--- config.mk ---
export PLATFORM = sky130hd
export DESIGN_NAME = tile_sched_ctrl_nn
export DESIGN_NICKNAME = d
export VERILOG_FILES = /design/src/rtl/tile_sched_ctrl_nn.sv
export SDC_FILE = /design/constraint.sdc
export NUM_CORES = 1
export LEC_CHECK = 0
export ABC_AREA = 0
export ABC_CLOCK_PERIOD_IN_PS = 1700
export CAP_MARGIN = 40
export CORE_ASPECT_RATIO = 0.7
export CORE_MARGIN = 2
export CORE_UTILIZATION = 30
export CTS_BUF_LIST = sky130_fd_sc_hd__clkbuf_4 sky130_fd_sc_hd__clkbuf_8
export DETAILED_ROUTE_END_ITERATION = 8
export PLACE_DENSITY_LB_ADDON = 0.2
export SLEW_MARGIN = 20
export SYNTH_ARGS = -nofsm -noshare
export SYNTH_HDL_FRONTEND = slang
export SYNTH_SLANG_ARGS = --single-unit
--- constraint.sdc ---
create_clock -name clk -period 1.7 [get_ports clk]
set_clock_uncertainty 0.05 [all_clocks]
set_input_delay 0.255 -clock clk [delete_from_list [all_inputs] [get_ports clk]]
set_output_delay 0.255 -clock clk [all_outputs]
set_load 0.1 [all_outputs]
--- src/rtl/tile_sched_ctrl_nn.sv ---
// Tile/layer sequencer for the systolic NN datapath: per layer, one load phase per
// row tile followed by one layering phase, with handshake timeout and abort.
module tile_sched_ctrl_nn #(
  parameter int N          = 8,
  parameter int TILE       = 4,
  parameter int NUM_LAYERS = 2,
  parameter int TIMEOUT    = 16,
  parameter int TW         = 3,
  parameter int LW         = 4
) (
  input  logic          clk,
  input  logic          rst,
  input  logic          start,
  input  logic          abort,
  input  logic          load_busy,
  input  logic          layer_busy,
  output logic [2:0]    mode,
  output logic          start_load,
  output logic          start_layer,
  output logic          next_tile,
  output logic [TW-1:0] tile_idx,
  output logic [LW-1:0] layer_idx,
  output logic          busy,
  output logic          done,
  output logic          err
);

  localparam int NUM_TILES = N / TILE;
  localparam int CW        = $clog2(TIMEOUT);

  localparam logic [TW-1:0] LAST_TILE  = TW'(NUM_TILES - 1);
  localparam logic [LW-1:0] LAST_LAYER = LW'(NUM_LAYERS - 1);
  localparam logic [CW-1:0] LAST_WAIT  = CW'(TIMEOUT - 1);

  localparam logic [2:0] MODE_IDLE  = 3'd0;
  localparam logic [2:0] MODE_LOAD  = 3'd1;
  localparam logic [2:0] MODE_LAYER = 3'd2;

  typedef enum logic [3:0] {
    S_IDLE,
    S_ISSUE_LOAD,
    S_WAIT_LOAD_ON,
    S_WAIT_LOAD_OFF,
    S_NEXT_TILE,
    S_ISSUE_LAYER,
    S_WAIT_LAY_ON,
    S_WAIT_LAY_OFF,
    S_DONE,
    S_ERR
  } state_t;

  state_t          state;
  state_t          state_n;
  logic [TW-1:0]   tile_n;
  logic [LW-1:0]   layer_n;
  logic [CW-1:0]   wait_cnt;
  logic [CW-1:0]   wait_cnt_n;

  always_ff @(posedge clk or posedge rst) begin
    if (rst) begin
      state     <= S_IDLE;
      tile_idx  <= '0;
      layer_idx <= '0;
      wait_cnt  <= '0;
    end else begin
      state     <= state_n;
      tile_idx  <= tile_n;
      layer_idx <= layer_n;
      wait_cnt  <= wait_cnt_n;
    end
  end

  always_comb begin
    state_n    = state;
    tile_n     = tile_idx;
    layer_n    = layer_idx;
    wait_cnt_n = wait_cnt;

    case (state)
      S_IDLE: begin
        tile_n  = '0;
        layer_n = '0;
        if (start && !load_busy && !layer_busy) begin
          state_n = S_ISSUE_LOAD;
        end
      end

      S_ISSUE_LOAD: begin
        wait_cnt_n = '0;
        state_n    = S_WAIT_LOAD_ON;
      end

      S_WAIT_LOAD_ON: begin
        if (load_busy) begin
          state_n = S_WAIT_LOAD_OFF;
        end else if (wait_cnt == LAST_WAIT) begin
          state_n = S_ERR;
        end else begin
          wait_cnt_n = wait_cnt + CW'(1);
        end
      end

      // The busy-off wait is unbounded: a sub-controller that started is trusted to finish.
      S_WAIT_LOAD_OFF: begin
        if (!load_busy) begin
          if (tile_idx < LAST_TILE) begin
            state_n = S_NEXT_TILE;
          end else begin
            tile_n  = '0;
            state_n = S_ISSUE_LAYER;
          end
        end
      end

      S_NEXT_TILE: begin
        tile_n  = tile_idx + TW'(1);
        state_n = S_ISSUE_LOAD;
      end

      S_ISSUE_LAYER: begin
        wait_cnt_n = '0;
        state_n    = S_WAIT_LAY_ON;
      end

      S_WAIT_LAY_ON: begin
        if (layer_busy) begin
          state_n = S_WAIT_LAY_OFF;
        end else if (wait_cnt == LAST_WAIT) begin
          state_n = S_ERR;
        end else begin
          wait_cnt_n = wait_cnt + CW'(1);
        end
      end

      S_WAIT_LAY_OFF: begin
        if (!layer_busy) begin
          if (layer_idx < LAST_LAYER) begin
            layer_n = layer_idx + LW'(1);
            state_n = S_ISSUE_LOAD;
          end else begin
            state_n = S_DONE;
          end
        end
      end

      S_DONE: begin
        tile_n  = '0;
        layer_n = '0;
        state_n = S_IDLE;
      end

      // Indices stay frozen here so the failing tile/layer remains visible.
      S_ERR: begin
        if (start || abort) begin
          tile_n  = '0;
          layer_n = '0;
          state_n = S_IDLE;
        end
      end

      default: begin
        state_n = S_IDLE;
      end
    endcase

    if (abort && state != S_IDLE && state != S_DONE) begin
      state_n = S_IDLE;
      tile_n  = '0;
      layer_n = '0;
    end
  end

  always_comb begin
    mode        = MODE_IDLE;
    start_load  = 1'b0;
    start_layer = 1'b0;
    next_tile   = 1'b0;
    done        = 1'b0;
    err         = 1'b0;
    busy        = (state != S_IDLE);

    case (state)
      S_ISSUE_LOAD: begin
        mode       = MODE_LOAD;
        start_load = 1'b1;
      end
      S_WAIT_LOAD_ON, S_WAIT_LOAD_OFF: begin
        mode = MODE_LOAD;
      end
      S_NEXT_TILE: begin
        mode      = MODE_LOAD;
        next_tile = 1'b1;
      end
      S_ISSUE_LAYER: begin
        mode        = MODE_LAYER;
        start_layer = 1'b1;
      end
      S_WAIT_LAY_ON, S_WAIT_LAY_OFF: begin
        mode = MODE_LAYER;
      end
      S_DONE: begin
        done = 1'b1;
      end
      S_ERR: begin
        err = 1'b1;
      end
      default: begin
        mode = MODE_IDLE;
      end
    endcase
  end

endmodule

Run 1, pin placement:
The bar under the picture is 20 um long. Pins as bars across the die edge, other pins in gray.
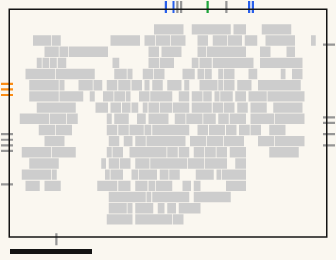
[orange] tile_idx | pins: 3 | direction: output | edge: west
[blue] layer_idx | pins: 4 | direction: output | edge: north
[green] start | pins: 1 | direction: input | edge: north
all pins by edge: 8 north, 8 west, 5 east, 1 south

Run 1, wire density map:
15 x 11 tiles, from white (low) to dark blue (high), scaled to the fullest tile. Values are wire area over tile area, all layers added.
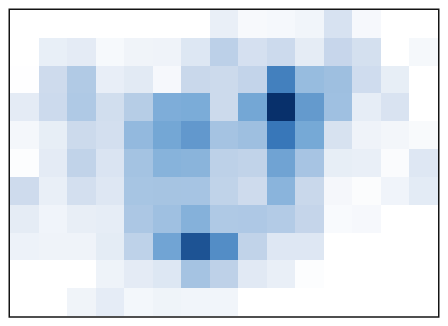
emptiest ninth of the die: south-east
mean over tiles: 0.14
nearly empty tiles: 24%
fullest tile: 0.77

Run 1, gate families picked out:
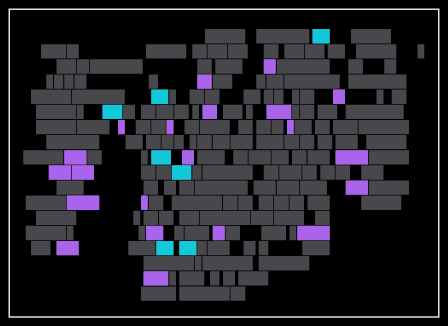
[purple] NOR gates | cells: 21
[cyan] AND-OR and OR-AND gates | cells: 7

==> results.json, run 1 <==
{
  "top_area_cell_class": "multi-input combinational cells",
  "violations_in_the_final_reports": "setup timing",
  "syn_avg_cell_area_um2": 8.929,
  "grt_setup_unrepaired": "yes",
  "stage_log_warnings": 30,
  "crit_required_ns": 1.39,
  "final.setup.worst_slack_ns": -0.1229,
  "num_io_pins": 22,
  "syn-cell-area_um2": 1116,
  "cts_post_setup_buffers_inserted": 11,
  "cts_inserted_buffers": 3,
  "tritoncts": "yes",
  "slew_violations": 0,
  "run_status": "finished, violations left",
  "routed.top_layer": "met4",
  "p_int_mw": 1.244,
  "post_drt_via_cell_ratio": 5.201,
  "place_inst": 220,
  "clock_sinks": 15,
  "setup_viol": 7
}
==> inputs of run 2 (changes only) <==
- ABC_CLOCK_PERIOD_IN_PS: 1700 -> 1500
- clock period: 1.7 -> 1.5 ns (I/O delays scaled with it)
Run 2, pin placement:
The bar under the picture is 20 um long. Pins as bars across the die edge, other pins in gray.
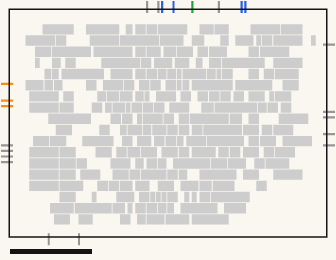
[green] start | pins: 1 | direction: input | edge: north
[orange] tile_idx | pins: 3 | direction: output | edge: west
[blue] layer_idx | pins: 4 | direction: output | edge: north
all pins by edge: 8 north, 7 west, 5 east, 2 south

Run 2, wire density map:
15 x 11 tiles, from white (low) to dark blue (high), scaled to the fullest tile. Values are wire area over tile area, all layers added.
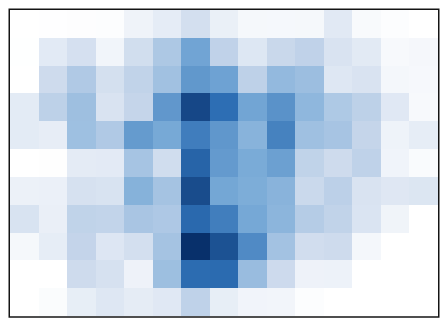
fullest tile: 0.73
emptiest ninth of the die: south-east
tiles over half the peak: 16%
densest ninth of the die: center
nearly empty tiles: 14%

Run 2, clock wiring as the flow saved it:
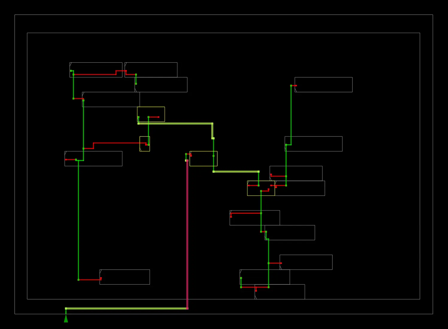
clkbuf count: 3
CTS buffer count: 3
Sink Count: 15

==> run 2 against run 1 <==
The flow still finishes with violations (setup timing). Flip-flop count did not move. First-iteration DRC count fell by 3.4%. Non-clock buffer count rose by 30. Final area is 20% higher. Combinational power increased by 52%. Clock power rose by 5%. Area after synthesis unchanged. Final cell count is 13% higher. Sequential share of layout area down 2.8 points. Critical endpoint is now layer_idx[0]$_DFFE_PP0P_.
==> results.json, run 2 <==
{
  "top_area_cell_class": "non-clock buffers",
  "met3_grt_util_pct": 3.896,
  "routed.top_layer": "met4",
  "grt_setup_unrepaired": "yes",
  "gr-total-overflow": 0,
  "violations_in_the_final_reports": "setup timing",
  "num_io_pins": 22,
  "stage_log_warnings": 30,
  "worstPathMaxFanout": 3,
  "tritoncts": "yes",
  "worstPathBufferInverterCount": 1,
  "syn_avg_cell_area_um2": 8.929,
  "place_inst": 239,
  "cts_post_setup_buffers_inserted": 22,
  "max_cap_violations": 0,
  "totalNegativeSetupSlack_ns": -4.373,
  "run_status": "finished, violations left",
  "setup_viol": 23,
  "slew_violations": 0,
  "crit_required_ns": 1.62,
  "syn-cell-area_um2": 1116,
  "min_period_over_period_pct": 119.7,
  "final.setup.worst_slack_ns": -0.2950
}
==> inputs of run 3 (changes only) <==
- CORE_UTILIZATION: 30 -> 45
==> run 3 against run 2 <==
The flow now stops in global routing. Synthesized cell count is the same. Area after synthesis is the same.
==> results.json, run 3 <==
{
  "detailed_place.area_um2": 1949,
  "ys.flop_type": "sky130_fd_sc_hd__dfrtp_1",
  "fp_util_pct": 46.46,
  "timing.grt.repair.worst_endpoint": "layer_idx[3]$_DFFE_PP0P_/D",
  "async_reset_ff_share_pct": 100.0,
  "cts.hold.buffers_added": 0,
  "syn_avg_cell_area_um2": 8.929,
  "cts_post_setup_buffers_inserted": 16,
  "synth_xor_xnor_area_share_pct": 1.570,
  "yosys-top-cells-count": "sky130_fd_sc_hd__dfrtp_1, sky130_fd_sc_hd__inv_1, sky130_fd_sc_hd__nand2_1, sky130_fd_sc_hd__nor2_1, sky130_fd_sc_hd__nand3_1",
  "synth-seq-cells": 15,
  "place_ws_ns": -0.3920,
  "clockBufferDepth": 2,
  "postSynthSeqShare_pct": 33.63,
  "port-buffer-count": 20,
  "synth.area.top_cells": "sky130_fd_sc_hd__dfrtp_1, sky130_fd_sc_hd__ha_1, sky130_fd_sc_hd__nand3_1, sky130_fd_sc_hd__inv_1, sky130_fd_sc_hd__nand2_1",
  "synthDistinctLibCells": 47,
  "yosysTopAreaCellShare_pct": 33.63,
  "toolErrorMsg": "[ERROR DPL-0038] Utilization greater than 100%, impossible to legalize",
  "synth_adder_area_share_pct": 4.484,
  "syn-instance-count": 125,
  "place_congestion": 0.9195,
  "haltStage": "global routing",
  "clock_sinks": 15,
  "topCombFamilyByArea": "simple AND/OR/NAND/NOR gates",
  "most_frequent_cell_after_synthesis": "sky130_fd_sc_hd__dfrtp_1",
  "cts_max_level": 1,
  "synth-simple-area-share_pct": 27.13,
  "post_synth_tally_of_flip_flops_with_integrated_enable": 0,
  "die.size.x_um": 63.53,
  "floorplan.rows": 15,
  "synth.yosys.chip_area_um2": 1116,
  "syn-cell-area_um2": 1116,
  "yosys_cells": 125,
  "worstEpCategory": "sequential cell input",
  "synth.cellmix.compoundShare_pct": 22.76,
  "half_perimeter_wire_length_after_placement_mm": 2.884,
  "top_area_cell": "sky130_fd_sc_hd__dfrtp_1",
  "synth_warnings": 0,
  "cts_root_buf": "sky130_fd_sc_hd__clkbuf_4",
  "cts-resized-gates": 47,
  "num_io_pins": 22,
  "die_height_um": 45.67,
  "cts_inserted_buffers": 3,
  "place_inst": 220,
  "run_status": "stopped before the end",
  "synth.area.mux_share_pct": 2.691,
  "grt_max_degree": 13
}
==> inputs of run 4 (changes only) <==
- ABC_CLOCK_PERIOD_IN_PS: 1500 -> 2000
- CORE_ASPECT_RATIO: 0.7 -> default
- CORE_UTILIZATION: 45 -> 30
- CTS_BUF_LIST: sky130_fd_sc_hd__clkbuf_4 sky130_fd_sc_hd__clkbuf_8 -> default
- PLACE_DENSITY_LB_ADDON: 0.2 -> 0.15
- clock period: 1.5 -> 2 ns (I/O delays scaled with it)
==> run 4 against run 3 <==
Area after synthesis stayed put. Synthesized cell count is the same. The flow now finishes without violations.
==> results.json, run 4 <==
{
  "synth.area.top_cells": "sky130_fd_sc_hd__dfrtp_1, sky130_fd_sc_hd__ha_1, sky130_fd_sc_hd__nand3_1, sky130_fd_sc_hd__inv_1, sky130_fd_sc_hd__nand2_1",
  "cts_post_setup_buffers_inserted": 0,
  "cts-resized-gates": 1,
  "met3_grt_util_pct": 2.951,
  "worstPathMaxFanout": 10,
  "setup_viol": 0,
  "p_int_mw": 0.8382,
  "synth_xor_xnor_area_share_pct": 1.570,
  "run_status": "finished clean",
  "tritoncts": "yes",
  "most_frequent_cell_after_synthesis": "sky130_fd_sc_hd__dfrtp_1",
  "crit_required_ns": 1.65,
  "synth-simple-area-share_pct": 27.13,
  "totalNegativeSetupSlack_ns": 0,
  "clockBufferDepth": 2,
  "post_drt_via_cell_ratio": 5.132,
  "yosys_cells": 125,
  "synth.yosys.chip_area_um2": 1116,
  "die_height_um": 65.00,
  "place_congestion": 0.8624,
  "die.size.x_um": 65.00,
  "syn-instance-count": 125,
  "gr-total-overflow": 0,
  "top_area_cell": "sky130_fd_sc_hd__dfrtp_1",
  "synthDistinctLibCells": 47,
  "port-buffer-count": 20,
  "synth_warnings": 0,
  "async_reset_ff_share_pct": 100.0,
  "max_cap_violations": 0,
  "post_synth_tally_of_flip_flops_with_integrated_enable": 0,
  "place_inst": 200,
  "half_perimeter_wire_length_after_placement_mm": 2.164,
  "clock_sinks": 15
}
Run 4, close-up of the layout:
The bar under the picture is 5 um long. Window x 22 to 42, y 35 to 55 um. Cells in gray, sequential cells in the stronger gray; small squares are vias.
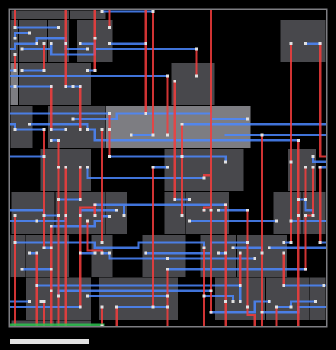
[green] metal 3
[blue] metal 1
[red] metal 2
sequential cells in the window: 1
cells with their middle in the window: 28
most frequent: buf_4 (5), nand3_1 (3)
netlist names of flops here include: tile_idx (1)

Run 4, wire density map:
13 x 13 tiles, from white (low) to dark blue (high), scaled to the fullest tile. Values are wire area over tile area, all layers added.
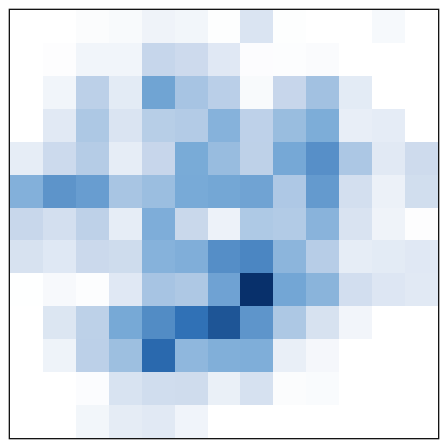
emptiest ninth of the die: south-east
nearly empty tiles: 27%
tiles over half the peak: 12%

Run 4, clock wiring as the flow saved it:
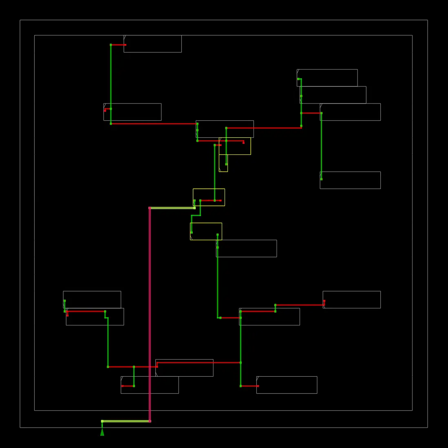
clkbuf count: 4
clock latency on the worst-skew pair: 0.24 ns

Power is estimated from default activity; no workload was simulated.
